Figure 1. Gate-type map (run 1).
Bar = 20 um.
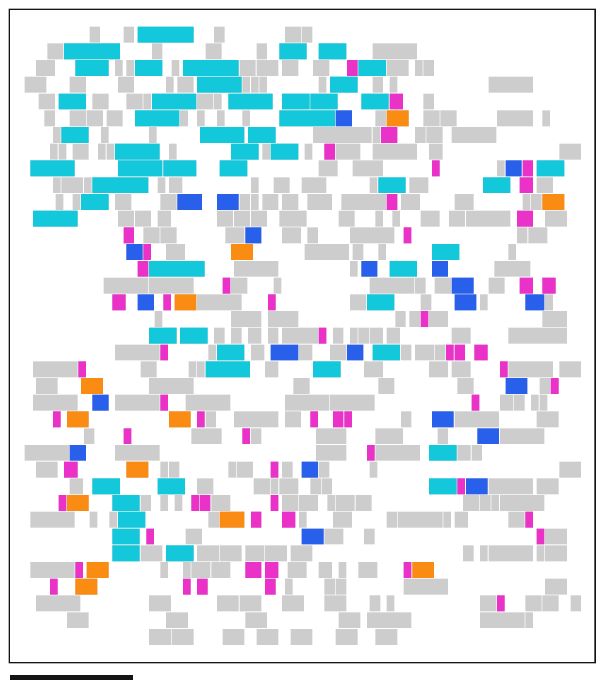
Figure 2. Met3 routing (run 1).
Bar = 20 um.
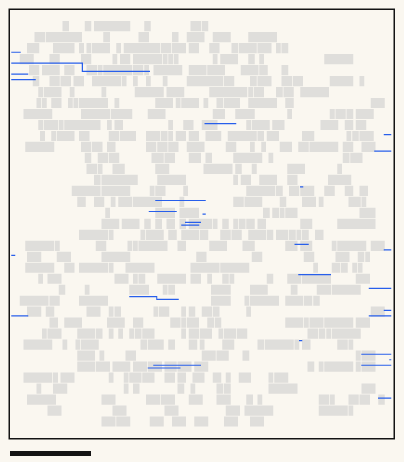
Figure 3. Signal wires on met1 (run 1).
Bar = 20 um. Supply wires on this layer in grey.
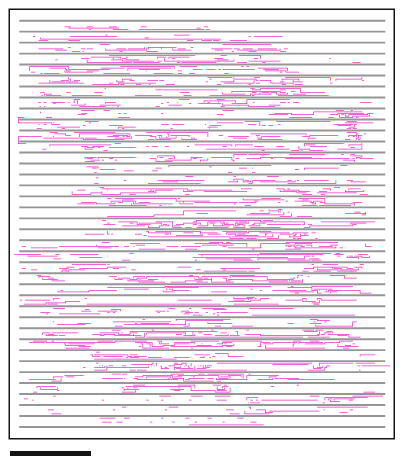
Figure 4. Congestion heat map (run 1).
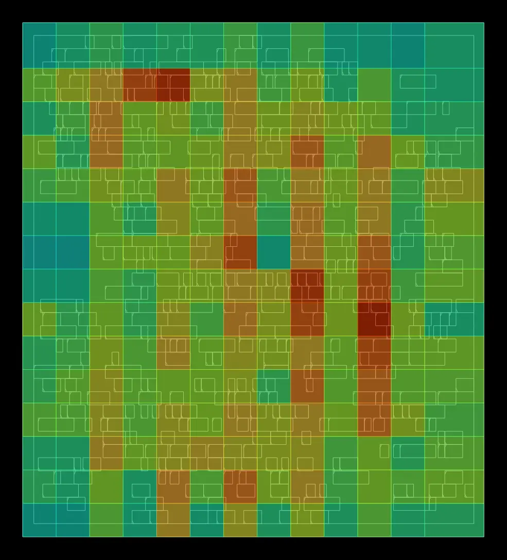
==> config.mk <==
export PLATFORM = sky130hd
export DESIGN_NAME = ntsc_cvbs_enc
export DESIGN_NICKNAME = d
export VERILOG_FILES = /design/src/rtl/ntsc_cvbs_enc.sv
export SDC_FILE = /design/constraint.sdc
export NUM_CORES = 1
export LEC_CHECK = 0
export CAP_MARGIN = 20
export CELL_PAD_IN_SITES_DETAIL_PLACEMENT = 0
export CELL_PAD_IN_SITES_GLOBAL_PLACEMENT = 1
export CORE_AREA = 2 2 93 104
export DETAILED_ROUTE_END_ITERATION = 12
export DIE_AREA = 0 0 95 106
export PLACE_DENSITY_LB_ADDON = 0.1
export REMOVE_ABC_BUFFERS = 1
export SYNTH_ARGS = -nofsm -noshare
export SYNTH_HDL_FRONTEND = slang
export SYNTH_SLANG_ARGS = --single-unit
export TNS_END_PERCENT = 10
==> constraint.sdc <==
create_clock -name CK_i -period 3.5 [get_ports CK_i]
set_input_delay 0.525 -clock CK_i [delete_from_list [all_inputs] [get_ports CK_i]]
set_output_delay 0.525 -clock CK_i [all_outputs]
set_load 0.05 [all_outputs]
==> src/rtl/ntsc_cvbs_enc.sv <==
// ntsc_cvbs_enc
// Composite (CVBS) sample generator for NTSC at 4fsc.
// Takes unsigned 8-bit luma and two's-complement 8-bit U/V from the colour
// space converter. It modulates U/V onto a free-running 4-phase subcarrier
// and adds scaled luma. It also inserts the sync tip, blanking and colour
// burst levels from the timing-generator flags.
//
// Ports:
//   CK_i         clock (4fsc)
//   RST_i        synchronous reset, active-high
//   CK_EE_i      clock enable; every register holds when low (reset wins)
//   YYs_i        luma, unsigned 8-bit
//   UUs_i        U, signed 8-bit
//   VVs_i        V, signed 8-bit
//   SYNC_i       sync-tip interval flag
//   BURST_i      burst-gate interval flag
//   BLANK_i      blanking interval flag
//   PHASE_CLR_i  forces subcarrier phase 0 for the current sample
//   VIDEOs_o     10-bit unsigned composite sample
//   PHASE_o      subcarrier phase of the sample currently on VIDEOs_o
//
// The pipeline has two registered stages. The output reflects the inputs
// presented two enabled clocks earlier.

module ntsc_cvbs_enc #(
   parameter logic [9:0] C_SYNC  = 10'd16,
   parameter logic [9:0] C_BLANK = 10'd240,
   parameter logic [7:0] C_KY    = 8'd180,
   parameter logic [7:0] C_BURST = 8'd56
) (
   input  logic       CK_i,
   input  logic       RST_i,
   input  logic       CK_EE_i,
   input  logic [7:0] YYs_i,
   input  logic [7:0] UUs_i,
   input  logic [7:0] VVs_i,
   input  logic       SYNC_i,
   input  logic       BURST_i,
   input  logic       BLANK_i,
   input  logic       PHASE_CLR_i,
   output logic [9:0] VIDEOs_o,
   output logic [1:0] PHASE_o
);

   typedef enum logic [1:0] {
      MODE_ACTIVE,
      MODE_BLANK,
      MODE_BURST,
      MODE_SYNC
   } mode_t;

   logic [1:0]        ph;
   logic [1:0]        ph_use;

   mode_t             mode_next;
   logic [7:0]        luma_next;
   logic signed [8:0] c_next;
   logic signed [8:0] b_next;
   logic signed [8:0] u_half;
   logic signed [8:0] v_half;

   mode_t             s1_mode;
   logic [1:0]        s1_ph;
   logic [7:0]        s1_luma;
   logic signed [8:0] s1_c;
   logic signed [8:0] s1_b;

   logic signed [11:0] blank_ext;
   logic signed [11:0] sum_active;
   logic signed [11:0] sum_burst;
   logic [9:0]         video_next;

   // Clamp a signed intermediate into the DAC code range.
   function automatic logic [9:0] sat10(input logic signed [11:0] x);
      if (x < 12'sd0)
         return 10'd0;
      else if (x > 12'sd1023)
         return 10'd1023;
      else
         return x[9:0];
   endfunction

   // A phase clear applies to the sample being accepted now, not the next one.
   assign ph_use = PHASE_CLR_i ? 2'd0 : ph;

   // Stage-1 terms. The chroma half-amplitudes are formed on 9-bit
   // sign-extended values, so negating U=-128 yields +64 without overflow.
   always_comb begin
      mode_next = MODE_ACTIVE;
      if (SYNC_i)
         mode_next = MODE_SYNC;
      else if (BURST_i)
         mode_next = MODE_BURST;
      else if (BLANK_i)
         mode_next = MODE_BLANK;

      luma_next = 8'(({8'd0, YYs_i} * {8'd0, C_KY}) >> 8);

      u_half = $signed({UUs_i[7], UUs_i}) >>> 1;
      v_half = $signed({VVs_i[7], VVs_i}) >>> 1;

      c_next = 9'sd0;
      b_next = 9'sd0;
      case (ph_use)
         2'd0: begin
            c_next = u_half;
            b_next = -$signed({1'b0, C_BURST});
         end
         2'd1: c_next = v_half;
         2'd2: begin
            c_next = -u_half;
            b_next = $signed({1'b0, C_BURST});
         end
         default: c_next = -v_half;
      endcase
   end

   // Stage-2 output selection. The sums are formed in 12 bits, which leaves
   // headroom for any parameter override before saturation.
   always_comb begin
      blank_ext  = $signed({2'b00, C_BLANK});
      sum_active = blank_ext + $signed({4'b0000, s1_luma}) + 12'(s1_c);
      sum_burst  = blank_ext + 12'(s1_b);
      video_next = C_BLANK;
      case (s1_mode)
         MODE_SYNC:   video_next = C_SYNC;
         MODE_BURST:  video_next = sat10(sum_burst);
         MODE_BLANK:  video_next = C_BLANK;
         MODE_ACTIVE: video_next = sat10(sum_active);
         default:     video_next = C_BLANK;
      endcase
   end

   // The phase counter and both stages advance together on the enable.
   // Reset parks the pipeline in blanking at phase 0.
   always_ff @(posedge CK_i) begin
      if (RST_i) begin
         ph       <= 2'd0;
         s1_mode  <= MODE_BLANK;
         s1_ph    <= 2'd0;
         s1_luma  <= 8'd0;
         s1_c     <= 9'sd0;
         s1_b     <= 9'sd0;
         VIDEOs_o <= C_BLANK;
         PHASE_o  <= 2'd0;
      end else if (CK_EE_i) begin
         ph       <= ph_use + 2'd1;
         s1_mode  <= mode_next;
         s1_ph    <= ph_use;
         s1_luma  <= luma_next;
         s1_c     <= c_next;
         s1_b     <= b_next;
         VIDEOs_o <= video_next;
         PHASE_o  <= s1_ph;
      end
   end

endmodule

==> flow_summary.ini, run 1 <==
; implementation run metrics
[outcome]
status = completed

[power_and_ir_drop]
peakVddDrop_mv = 0.1628
p_leak_uw = 0.001862
power_density_mw_per_mm2 = 413.5

[place]
place_area_mm2 = 0.003985
dp_cells = 562

[route]
wl_met2_um = 3858
via_per_inst = 5.099

[setup_path]
cp_num_buf_inv = 4

[final_timing]
finalHoldViolations = 0
setup_viol = 0

[yosys]
yosys.area.top_type = dfxtp_1
ys_top_cells_by_area = dfxtp_1, ha_1, fa_1, inv_1, a21oi_1
synthMuxAreaShare_pct = 3.955
synthFlopType = dfxtp_1
ys_seq_share_pct = 22.90
synthArstFlopShare_pct = 0

[grt]
grt_overflow = 0

[layout]
syn2layout_area_growth_pct = 26.74

[floorplanning]
fp.dieH_um = 106

[flow_run]
drv_cap = 0
-- Figure 1 (at the start) --
Cyan marks adder and majority cells, cells 53. Orange marks multiplexers, cells 13. Magenta marks NOR gates, cells 59. Blue marks AND-OR and OR-AND gates, cells 22.
most frequent logic cell in the layout: inv_1
final cell count without fillers: 576
Comb area share: 57.41%

-- Figure 2 (at the start) --
The layer holds 2.0% of the routed length. The longest straight run is 17.5 um. The layer carries 167 um of wire. 24 nets have wire on it.
drt total wl: 8309 um
via count: 2937
global routing met3 resource utilization: 2.551%

-- Figure 3 (at the start) --
The wires run mostly horizontal. The longest straight run is 40.0 um.
met1 Track Usage GR: 23.28%

-- Figure 4 (at the start) --
Final Util: 46.17%
wire length per cell: 14.43 um
layer with the highest usage: met2
Global Route met2 Usage: 27.36%
global-route usage over all layers: 16.85%

## run 1: layout by cell type (no fill, tap or decap), drive strengths merged, types with 2 or more instances in the layout
master / Yosys / final
inv: 50 / 50
ha: 43 / 43
dfxtp: 38 / 38
nor2: 35 / 35
buf: 3 / 33
clkdlybuf4s50: 0 / 31
a21oi: 28 / 28
nand2: 24 / 24
clkbuf: 12 / 13
nor3: 12 / 12
mux2i: 12 / 12
o21ai: 11 / 11
fa: 10 / 10
xnor2: 9 / 9
a211oi: 9 / 9
nand2b: 8 / 8
xor2: 8 / 8
nand3: 7 / 7
or4: 7 / 7
o21a: 6 / 6
a21o: 5 / 5
nor4: 5 / 5
nor2b: 4 / 4
o31ai: 4 / 4
o211ai: 4 / 4
a222oi: 4 / 4
a221o: 3 / 3
nor3b: 3 / 3
nand4: 3 / 3
or3: 3 / 3
o311ai: 2 / 2
o221ai: 2 / 2
o32a: 2 / 2
## run 1: worst paths after layout
check | startpoint | endpoint | cells after the start
worst max-delay path | YYs_i[0] | s1_luma[7] | 14
worst min-delay path | ph[0] | ph[0] | 1
worst max register to register | s1_luma[4] | VIDEOs_o[9] | 10
worst min register to register | ph[0] | ph[0] | 1
## run 1: area by class of cell
class                   count  area [um^2]  area share (%)
multi-input cells         291         2417           57.41
flip-flops and latches     38        760.7           18.07
repair buffers             72        603.1           14.32
inverters                  50        187.7           4.458
well taps                 117        146.4           3.477
clock buffers               6        82.58           1.961
clock inverters             2        12.51          0.2972
## run 1: power by group through the flow
stage	clock network, uW	logic, uW	registers, uW
6_report	332	902	508
5_1_grt	359	1020	514
4_1_cts	344	866	508
3_5_place_dp	0	850	518
3_3_place_gp	0	845	518
2_1_floorplan	0	563	527
--- run 2 (diff from run 1) ---
--- a/constraint.sdc
+++ b/constraint.sdc
@@ -3,2 +3,2 @@
 set_output_delay 0.525 -clock CK_i [all_outputs]
-set_load 0.05 [all_outputs]
+set_load 0.1 [all_outputs]
Figure 5. Met3 routing (run 2).
Bar = 20 um.
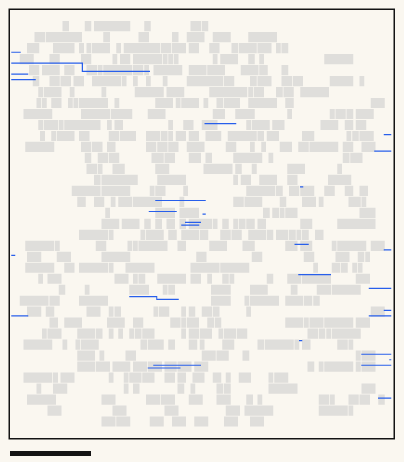

==> run 2 against run 1 <==
Area after synthesis unchanged. First-iteration DRC count did not move. Setup slack stayed put.
==> flow_summary.ini, run 2 <==
; implementation run metrics
[outcome]
status = completed

[layout]
largest_cell_class = combinational gates
clock_area_share_pct = 2.259
syn2layout_area_growth_pct = 26.74
n_clock_buffer = 6
nonClkBufAreaFrac_pct = 14.32
seq_share_pct = 18.07
regArea_um2 = 760.7
logic_gate_count = 291

[power_and_ir_drop]
power_density_mw_per_mm2 = 418.4

[route]
via_per_inst = 5.099
num_vias = 2937
wl_per_cell_um = 14.43
postRouteWirelength_um = 8309

[place]
dp_cells = 562

[setup_path]
r2r-end = VIDEOs_o[9]
reg2reg_from = s1_luma[4]
critPathLaunch = YYs_i[0]

[grt]
track_usage_pct = 16.85

[final_timing]
finalHoldViolations = 0
setup_viol = 0

[hold_path]
hold_path_depth = 1

[yosys]
synthFlopType = dfxtp_1
synthArstFlopShare_pct = 0
-- run 2: cell counts in the layout (fill, tap and decap cells not counted) --
No cell type changed its count.
-- run 2: metal layers --
| layer | vias to the layer above | part of all wire (%) | track usage [%] |
|---|---|---|---|
| met5 | - | 0 | 0 |
| met4 | 0 | 1.1 | 4.348 |
| met3 | 7 | 2.0 | 2.551 |
| met2 | 36 | 46 | 27.36 |
| met1 | 1362 | 50 | 23.28 |
| li1 | 1532 | - | - |
-- run 2: metrics by stage --
stage / util (%) / instance area (um^2) / setup WS, ps / power (uW)
floorplan: - / 3248 / -119.7 / 1111
global placement: 43.70 / 3985 / -606.5 / 1383
detailed placement: 43.70 / 3985 / -683.9 / 1388
CTS: 45.34 / 4135 / 20.70 / 1739
global route: 46.17 / 4210 / 30.87 / 1910
finish: 46.17 / 4210 / 148.5 / 1761
-- run 2: critical path: stages --
cell and delay (ps):
dlygate4sd2_1 220, ha_2 180, inv_1 60, fa_1 500
fa_1 560, inv_2 50, ha_4 250, or3_1 90
o221a_2 170, a41o_1 200, buf_6 130, nand2_4 60
or4_1 500, o211ai_1 90
-- run 2: where the power goes --
group	internal (uW)	total (uW)	switching (uW)	leakage [uW]
Sequential	475	508	32.5	0.000312
Clock	159	332	173	0.0000472
Combinational	436	922	486	0.00150
-- run 2: how the worst min path moves through the flow --
stage                 start    endpoint  slack, ps
global route        CK_EE_i  s1_mode[1]        460
CTS                 CK_EE_i  s1_mode[1]        450
global placement      ph[0]       ph[0]        430
finish                ph[0]       ph[0]        450
floorplan             ph[0]       ph[0]        420
detailed placement    ph[0]       ph[0]        440
Power and IR drop assume default switching activity.
